**src/rtl/crc_check.sv**
```systemverilog
// ---------------------------------------------------------------------------
// crc_check
//   Serial CRC-8 checker, receive-side partner of the serial CRC generator.
//   A frame is a run of data bits (DATA_EN) followed by the 8 transmitted CRC
//   bits (CRC_EN, LSB of the LFSR first). The data bits are run through the
//   same LFSR as the generator. Each CRC bit is then compared against LFSR[0]
//   while the LFSR shifts out. The result is reported as pass, CRC mismatch or
//   length/protocol error.
//
// Ports
//   CLK       in   rising-edge clock
//   RST       in   asynchronous, active-low reset
//   SER_IN    in   serial bit (data or CRC)
//   DATA_EN   in   SER_IN carries a data bit this cycle (wins over CRC_EN)
//   CRC_EN    in   SER_IN carries a CRC bit this cycle
//   BUSY      out  frame in progress (DATA or CHECK)
//   DONE      out  one-cycle pulse: result flags / DATA_CNT updated
//   CRC_OK    out  last frame passed
//   CRC_ERR   out  last frame had at least one CRC bit mismatch
//   LEN_ERR   out  last frame too long, aborted or timed out
//   DATA_CNT  out  data bits in last frame, saturating at 63
// ---------------------------------------------------------------------------
module crc_check #(
  parameter logic [7:0] TAPS     = 8'h44,
  parameter logic [7:0] SEED     = 8'hD8,
  parameter int         MAX_BITS = 32,
  parameter int         TIMEOUT  = 15
) (
  input  logic       CLK,
  input  logic       RST,
  input  logic       SER_IN,
  input  logic       DATA_EN,
  input  logic       CRC_EN,
  output logic       BUSY,
  output logic       DONE,
  output logic       CRC_OK,
  output logic       CRC_ERR,
  output logic       LEN_ERR,
  output logic [5:0] DATA_CNT
);

  localparam int IW = $clog2(TIMEOUT + 1);

  typedef enum logic [1:0] {S_IDLE, S_DATA, S_CHECK} state_t;

  state_t          r_state;
  logic [7:0]      r_lfsr;
  logic [5:0]      r_dcnt;
  logic [2:0]      r_ccnt;
  logic [IW-1:0]   r_icnt;
  logic            r_mis;
  logic            r_busy;
  logic            r_done;
  logic            r_ok;
  logic            r_crc_err;
  logic            r_len_err;
  logic [5:0]      r_data_cnt;

  state_t          w_state_nxt;
  logic [7:0]      w_lfsr_nxt;
  logic [5:0]      w_dcnt_nxt;
  logic [2:0]      w_ccnt_nxt;
  logic [IW-1:0]   w_icnt_nxt;
  logic            w_mis_nxt;
  logic            w_done_nxt;
  logic            w_ok_nxt;
  logic            w_crc_err_nxt;
  logic            w_len_err_nxt;
  logic [5:0]      w_data_cnt_nxt;
  logic            w_go_idle;
  logic            w_mis_bit;
  logic            w_timeout;
  logic            w_len_over;

  // One LFSR step for an accepted data bit.
  function automatic logic [7:0] lfsr_step(input logic [7:0] l, input logic d);
    logic [7:0] n;
    logic       fb;
    fb   = d ^ l[0];
    n[7] = fb;
    for (int i = 0; i < 7; i++) n[i] = l[i+1] ^ (TAPS[i] & fb);
    return n;
  endfunction

  function automatic logic [5:0] sat_inc(input logic [5:0] c);
    return (c == 6'h3F) ? c : c + 6'd1;
  endfunction

  // The idle counter sits at TIMEOUT-1 when the current empty cycle is the
  // TIMEOUT-th consecutive one.
  assign w_timeout  = (r_icnt == IW'(TIMEOUT - 1));
  assign w_len_over = (int'(r_dcnt) > MAX_BITS);
  assign w_mis_bit  = r_mis | (SER_IN ^ r_lfsr[0]);

  always_comb begin
    w_state_nxt    = r_state;
    w_lfsr_nxt     = r_lfsr;
    w_dcnt_nxt     = r_dcnt;
    w_ccnt_nxt     = r_ccnt;
    w_icnt_nxt     = r_icnt;
    w_mis_nxt      = r_mis;
    w_done_nxt     = 1'b0;
    w_ok_nxt       = r_ok;
    w_crc_err_nxt  = r_crc_err;
    w_len_err_nxt  = r_len_err;
    w_data_cnt_nxt = r_data_cnt;
    w_go_idle      = 1'b0;

    case (r_state)
      S_IDLE: begin
        w_lfsr_nxt = SEED;
        w_dcnt_nxt = 6'd0;
        w_ccnt_nxt = 3'd0;
        w_icnt_nxt = '0;
        w_mis_nxt  = 1'b0;
        // A lone CRC_EN in IDLE is stray link noise and is ignored.
        if (DATA_EN) begin
          w_lfsr_nxt  = lfsr_step(SEED, SER_IN);
          w_dcnt_nxt  = 6'd1;
          w_state_nxt = S_DATA;
        end
      end

      S_DATA: begin
        if (DATA_EN) begin
          w_lfsr_nxt = lfsr_step(r_lfsr, SER_IN);
          w_dcnt_nxt = sat_inc(r_dcnt);
          w_icnt_nxt = '0;
        end else if (CRC_EN) begin
          w_mis_nxt   = SER_IN ^ r_lfsr[0];
          w_lfsr_nxt  = {1'b0, r_lfsr[7:1]};
          w_ccnt_nxt  = 3'd1;
          w_icnt_nxt  = '0;
          w_state_nxt = S_CHECK;
        end else if (w_timeout) begin
          w_done_nxt     = 1'b1;
          w_ok_nxt       = 1'b0;
          w_crc_err_nxt  = 1'b0;
          w_len_err_nxt  = 1'b1;
          w_data_cnt_nxt = r_dcnt;
          w_go_idle      = 1'b1;
        end else begin
          w_icnt_nxt = r_icnt + 1'b1;
        end
      end

      S_CHECK: begin
        if (DATA_EN) begin
          // Data inside the CRC field: abort; the offending bit is dropped.
          w_done_nxt     = 1'b1;
          w_ok_nxt       = 1'b0;
          w_crc_err_nxt  = r_mis;
          w_len_err_nxt  = 1'b1;
          w_data_cnt_nxt = r_dcnt;
          w_go_idle      = 1'b1;
        end else if (CRC_EN) begin
          w_mis_nxt  = w_mis_bit;
          w_lfsr_nxt = {1'b0, r_lfsr[7:1]};
          w_icnt_nxt = '0;
          if (r_ccnt == 3'd7) begin
            w_done_nxt     = 1'b1;
            w_crc_err_nxt  = w_mis_bit;
            w_len_err_nxt  = w_len_over;
            w_ok_nxt       = ~w_mis_bit & ~w_len_over;
            w_data_cnt_nxt = r_dcnt;
            w_go_idle      = 1'b1;
          end else begin
            w_ccnt_nxt = r_ccnt + 3'd1;
          end
        end else if (w_timeout) begin
          w_done_nxt     = 1'b1;
          w_ok_nxt       = 1'b0;
          w_crc_err_nxt  = 1'b0;
          w_len_err_nxt  = 1'b1;
          w_data_cnt_nxt = r_dcnt;
          w_go_idle      = 1'b1;
        end else begin
          w_icnt_nxt = r_icnt + 1'b1;
        end
      end

      default: w_go_idle = 1'b1;
    endcase

    if (w_go_idle) begin
      w_state_nxt = S_IDLE;
      w_lfsr_nxt  = SEED;
      w_dcnt_nxt  = 6'd0;
      w_ccnt_nxt  = 3'd0;
      w_icnt_nxt  = '0;
      w_mis_nxt   = 1'b0;
    end
  end

  always_ff @(posedge CLK or negedge RST) begin
    if (!RST) begin
      r_state    <= S_IDLE;
      r_lfsr     <= SEED;
      r_dcnt     <= 6'd0;
      r_ccnt     <= 3'd0;
      r_icnt     <= '0;
      r_mis      <= 1'b0;
      r_busy     <= 1'b0;
      r_done     <= 1'b0;
      r_ok       <= 1'b0;
      r_crc_err  <= 1'b0;
      r_len_err  <= 1'b0;
      r_data_cnt <= 6'd0;
    end else begin
      r_state    <= w_state_nxt;
      r_lfsr     <= w_lfsr_nxt;
      r_dcnt     <= w_dcnt_nxt;
      r_ccnt     <= w_ccnt_nxt;
      r_icnt     <= w_icnt_nxt;
      r_mis      <= w_mis_nxt;
      r_busy     <= (w_state_nxt != S_IDLE);
      r_done     <= w_done_nxt;
      r_ok       <= w_ok_nxt;
      r_crc_err  <= w_crc_err_nxt;
      r_len_err  <= w_len_err_nxt;
      r_data_cnt <= w_data_cnt_nxt;
    end
  end

  assign BUSY     = r_busy;
  assign DONE     = r_done;
  assign CRC_OK   = r_ok;
  assign CRC_ERR  = r_crc_err;
  assign LEN_ERR  = r_len_err;
  assign DATA_CNT = r_data_cnt;

endmodule

```
**config.mk**
```make
export PLATFORM = sky130hd
export DESIGN_NAME = crc_check
export DESIGN_NICKNAME = d
export VERILOG_FILES = /design/src/rtl/crc_check.sv
export SDC_FILE = /design/constraint.sdc
export NUM_CORES = 1
export LEC_CHECK = 0
export CAP_MARGIN = 15
export CORE_ASPECT_RATIO = 0.5
export CORE_UTILIZATION = 45
export CTS_CLUSTER_DIAMETER = 100
export DETAILED_ROUTE_END_ITERATION = 12
export GPL_TIMING_DRIVEN = 0
export SYNTH_ARGS = -nofsm -noshare
export SYNTH_HDL_FRONTEND = slang
export SYNTH_SLANG_ARGS = --single-unit
```
**constraint.sdc**
```tcl
create_clock -name CLK -period 5.25 [get_ports CLK]
set_clock_uncertainty 0.05 [all_clocks]
set_input_delay 1.3125 -clock CLK [delete_from_list [all_inputs] [get_ports CLK]]
set_output_delay 1.3125 -clock CLK [all_outputs]
set_load 0.03 [all_outputs]
```
run_1/pdn.png
Scale bar: 20 µm. Pins as bars on the die edge.
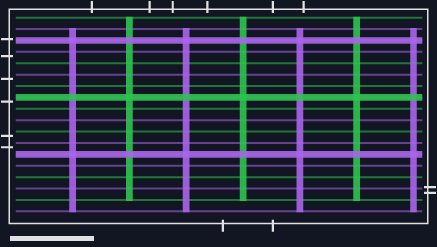
| colour | net |
|---|---|
| purple | VSS |
| green | VDD |
met5 straps: 3
met4 straps: 7
rows: 17
signal pins: 16
met1 rails: 18

run_1/cell_classes.png
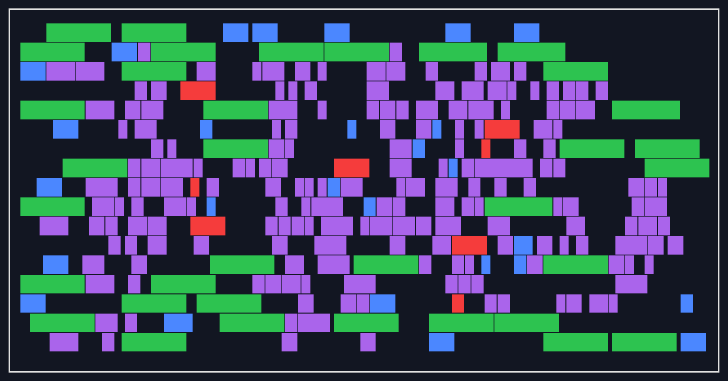
| colour | class | cells | share of their area |
|---|---|---|---|
| purple | all other logic | 187 | 51% |
| red | clock drivers and dummy loads | 8 | 3.4% |
| green | flip-flops | 35 | 37% |
| blue | other buffers and delay cells | 27 | 8.8% |
Final Cell Area: 2450 µm²
Floorplan Core Area: 4490 µm²

run_1/clock_map.png
Scale bar: 20 µm.
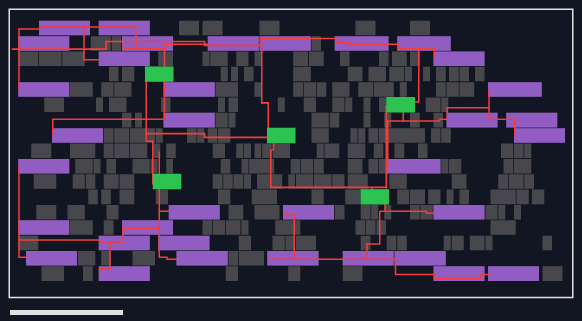
[red] clock wires | length: 505 µm
[purple] flip-flops | count: 35
[green] cells driving clock nets | count: 5
routed clock nets: 6

==> flow_summary.rst, run 1 <==
Metrics
=======

.. list-table::
   :header-rows: 1

   * - Metric
     - Value
   * - Chip area line of the yosys report
     - about 2100 µm²
   * - Chip Area
     - slightly above 5000 µm²
   * - CP Data Arrival Time
     - approximately 3.3 ns
   * - Count of H-tree levels built during CTS
     - 2
   * - Number of vias in the routed layout
     - 1881
   * - Post-synthesis instance area
     - ~2100 µm²
   * - Net count entering floorplan
     - 249
   * - Kind of cell adding the most delay to the critical path
     - buffers and inverters
   * - Maximum resistive drop on vdd
     - about 0.00016 V
   * - Number of clock sinks seen by CTS
     - 35
   * - Length of routed wiring on met1
     - 2.72 mm
   * - Cell count after synthesis
     - 234
   * - Finish-stage setup viols
     - 0
   * - Area taken by multi-input logic gates
     - 1140 µm²
   * - Router iterations before antenna repair
     - 5
   * - Placed cell area
     - around 2400 µm²
   * - Hpwl dp
     - 3.73 mm
   * - Result of the run
     - complete, no violations
   * - Power density over the cells
     - 511 nW/µm²
   * - Static leakage power
     - approximately 1.0 nW
   * - Kind of start point of the critical path
     - input port
## run 1: where the power goes
part           switching, W  internal (W)  total, W
Combinational      0.000406      0.000243  0.000650
Clock             0.0000960     0.0000931  0.000189
Sequential        0.0000589      0.000355  0.000414
## run 1: cells in the final DEF, fill, tap and decap left out, drive strengths merged, types with 2 or more instances in the layout
master | netlist | final
clkbuf | 5 | 12
nand4b | 2 | 2
nor2b | 4 | 4
a211oi | 3 | 3
nand3 | 13 | 13
o22ai | 3 | 3
nor3 | 2 | 2
or3 | 3 | 3
o21a | 3 | 3
dfstp | 4 | 4
o221ai | 4 | 4
a21oi | 22 | 22
and3 | 3 | 3
o31ai | 2 | 2
nand4 | 4 | 4
and2 | 2 | 2
a31oi | 4 | 4
buf | 7 | 8
ha | 10 | 10
clkdlybuf4s50 | 0 | 14
inv | 15 | 15
a21boi | 3 | 3
dfrtp | 31 | 31
nand2 | 14 | 14
mux2 | 7 | 7
nand2b | 6 | 6
o21ai | 22 | 22
o211ai | 7 | 7
nor2 | 9 | 9
and4 | 2 | 2
## run 1: worst paths after layout
path / start / endpoint / cells past startpoint
worst max register to register: r_state[1] / r_ccnt[0] / 8
worst min register to register: LEN_ERR / LEN_ERR / 1
worst max-delay path: CRC_EN / r_ccnt[0] / 7
max in group asynchronous: RST / DATA_CNT[4] / 1
min in group asynchronous: RST / r_icnt[2] / 1
worst min-delay path: LEN_ERR / LEN_ERR / 1
## run 1: routing by layer
metal,vias to the layer above,GRT usage
met5,-,0
li1,914,-
met4,0,0.0515
met2,46,0.375
met3,6,0.0543
met1,915,0.343
## run 1: through the flow
stage               hold WS [ns]  setup slack [ns]
floorplan                  0.429              2.63
global placement           0.428              1.80
detailed placement         0.435              1.80
CTS                        0.452              2.10
global route               0.470              1.92
finish                     0.446              2.08
## run 1: synth_stat cells (2+ instances only)
master	count
dfrtp_1	31
a21oi_1	21
o21ai_0	19
inv_1	15
nand2_1	14
nand3_1	13
ha_1	10
nor2_1	9
mux2_2	7
o211ai_1	7
nand2b_1	6
buf_2	5
clkbuf_1	5
a31oi_1	4
dfstp_2	4
nand4_1	4
nor2b_1	4
o221ai_1	4
a211oi_1	3
a21boi_0	3
and3_1	3
o21a_1	3
o22ai_1	3
or3_1	3
and2_1	2
and4_1	2
nand4b_1	2
nor3_1	2
o21ai_1	2
o31ai_1	2
## run 1: area by class of cell
cell class,count,area share
tap,66,0.0337
multi-input combinational,172,0.466
sequential,35,0.359
clock inverter,1,0.00204
clock buffer,7,0.0311
buffer,12,0.0255
inverter,15,0.0230
timing repair buffer,15,0.0592
## run 1: state kept, by name (all words and copies together) (netlist names), 2 cells and up
name,cells
DATA_CNT,6
r_icnt,4
r_lfsr,8
r_state,2
r_dcnt,6
r_ccnt,3
## run 1: cells by family (layout without fill, tap and decap cells)
group	count (synthesis)	in the layout	synth area share
buffers and inverters	27	50	0.0555
flip-flops	35	35	0.411
multiplexers	7	7	0.0368
XOR/XNOR	3	3	0.0187
AND/OR/NAND/NOR	69	69	0.173
adder cells (fa/ha/maj)	10	10	0.0584
AND-OR/OR-AND	83	83	0.247
run_1/metal_stack.png
Scale bar: 20 µm.
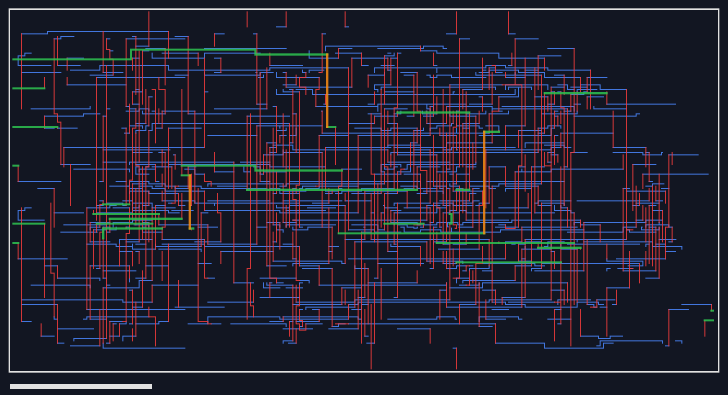

==> inputs of run 2 (changes only) <==
--- a/config.mk
+++ b/config.mk
@@ -11,6 +11,7 @@
 export CTS_CLUSTER_DIAMETER = 100
 export DETAILED_ROUTE_END_ITERATION = 12
 export GPL_TIMING_DRIVEN = 0
+export PLACE_DENSITY = 0.66
 export SYNTH_ARGS = -nofsm -noshare
 export SYNTH_HDL_FRONTEND = slang
 export SYNTH_SLANG_ARGS = --single-unit
==> constraint.sdc (replaced) <==
create_clock -name CLK -period 2.8 [get_ports CLK]
set_clock_uncertainty 0.05 [all_clocks]
set_input_delay 0.7 -clock CLK [delete_from_list [all_inputs] [get_ports CLK]]
set_output_delay 0.7 -clock CLK [all_outputs]
set_load 0.03 [all_outputs]
run_2/metal_stack.png
Scale bar: 20 µm.
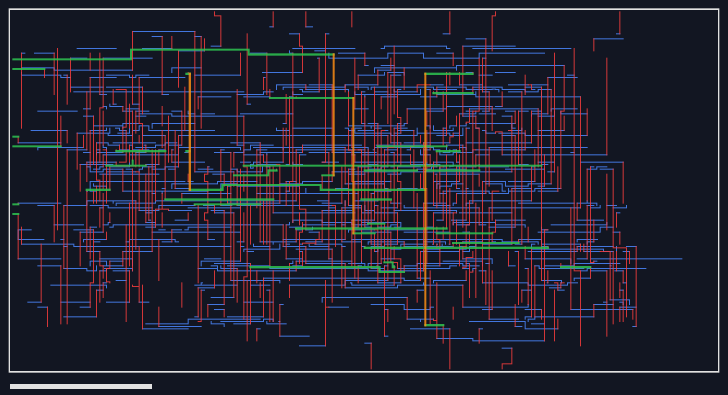
| colour | layer | wire length |
|---|---|---|
| orange | met4 | 87.7 µm |
| red | met2 | 2350 µm |
| blue | met1 | 2450 µm |
| green | met3 | 342 µm |

run_2/pdn.png
Scale bar: 20 µm. Pins as bars on the die edge.
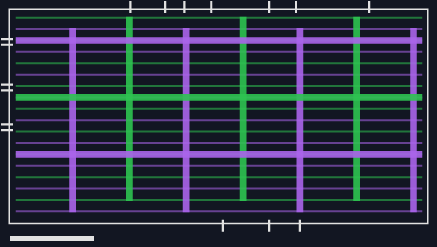
| colour | net |
|---|---|
| purple | VSS |
| green | VDD |
signal pins: 16
met1 rails: 18
rows: 17
met5 straps: 3
die width: 99.6 µm
floorplan die height: 50.8 µm

run_2/cell_classes.png
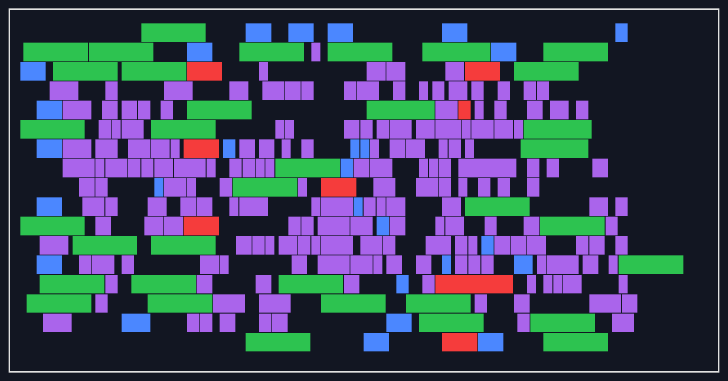
| colour | class | cells | share of their area |
|---|---|---|---|
| red | clock drivers and dummy loads | 8 | 4.9% |
| blue | other buffers and delay cells | 27 | 8.6% |
| purple | all other logic | 187 | 50% |
| green | flip-flops | 35 | 37% |
Final Cell Area: 2490 µm²
fraction of standard cell area that is sequential: 0.354

==> flow_summary.rst, run 2 <==
Metrics
=======

.. list-table::
   :header-rows: 1

   * - Metric
     - Value
   * - Result of the run
     - complete, no violations
   * - Cell count after synthesis
     - 234
   * - Floorplan Core Area
     - 4490 µm²
   * - Hpwl dp
     - roughly 3.6 mm
   * - Count of H-tree levels built during CTS
     - 2
   * - Number of clock sinks seen by CTS
     - 35
   * - Post-synthesis instance area
     - 2140 µm²
   * - Net count entering floorplan
     - 249
   * - Router iterations before antenna repair
     - 4
   * - Most used logic cell in the final layout
     - dfrtp_1
   * - Static leakage power
     - 1.05 nW
   * - Finish-stage setup viols
     - 0
   * - Maximum resistive drop on vdd
     - roughly 0.00042 V
   * - Number of cell instances on the worst register-to-register path
     - 7
   * - CP Data Arrival Time
     - 2.70 ns
   * - Met3 GRT Util
     - 0.0543
   * - Flip-flop count of the largest register, all copies and words added
     - 8
   * - Worst reg2reg path endpoint
     - r_ccnt[0]
   * - Most frequent cells after synthesis
     - 31 x dfrtp_1, 21 x a21oi_1, 19 x o21ai_0
   * - Number of vias in the routed layout
     - 1925
==> run 2: cell types whose count changed in the layout (fill, tap and decap cells not counted) <==
cell,previous run,this run
bufinv_16,0,1
clkbuf_8,5,6
clkbuf_1,7,5
==> run 2: how the worst max path moves through the flow <==
stage	startpoint	end	cells past startpoint
finish	CRC_EN	r_lfsr[0]	7
global route	r_state[1]	r_ccnt[0]	7
CTS	CRC_EN	r_lfsr[0]	7
detailed placement	CRC_EN	r_lfsr[0]	7
global placement	CRC_EN	r_dcnt[3]	7
floorplan	DATA_EN	DATA_CNT[0]	5
==> run 2: kinds of logic (layout without fill, tap and decap cells) <==
kind of cell,after synthesis,count (layout),synth area share
flops,35,35,0.411
mux,7,7,0.0368
simple gates,69,69,0.173
compound gates,83,83,0.247
fa+ha+maj,10,10,0.0584
buf+inv,27,50,0.0555
xor+xnor,3,3,0.0187
==> run 2: worst reg2reg max path: stages, from the launching register on <==
cell       delay [ns]
dfrtp_1          0.48
inv_1            0.14
ha_1             0.29
buf_2            0.18
o2bb2ai_1        0.20
a221oi_1         0.62
o211ai_1         0.20
a21oi_1          0.18
==> run 2: stage by stage <==
| stage | area [µm²] | setup slack [ns] |
|---|---|---|
| floorplan | 2140 | 0.793 |
| global placement | 2380 | 0.00542 |
| detailed placement | 2370 | -0.0261 |
| CTS | 2490 | 0.288 |
| global route | 2490 | 0.0814 |
| finish | 2490 | 0.227 |
==> run 2: final cells by class <==
cell class	count	area, µm²
fill	412	2000
multi-input combinational	172	1140
sequential	35	881
timing repair buffer	15	145
clock buffer	6	82.6
tap	66	82.6
buffer	12	62.6
inverter	15	56.3
clock inverter	2	35.0
==> run 2: layer usage <==
metal / wire length (µm) / up-vias
met3: 341 / 10
met4: 87 / 0
met2: 2350 / 58
met5: 0 / -
li1: - / 915
met1: 2450 / 942
==> run 2: power breakdown <==
part	switching, W	internal (W)	total (W)
sequential	0.000108	0.000665	0.000773
combinational	0.000766	0.000456	0.00122
clock	0.000190	0.000288	0.000478
total	0.00106	0.00141	0.00247
Power is estimated from default activity; no workload was simulated.
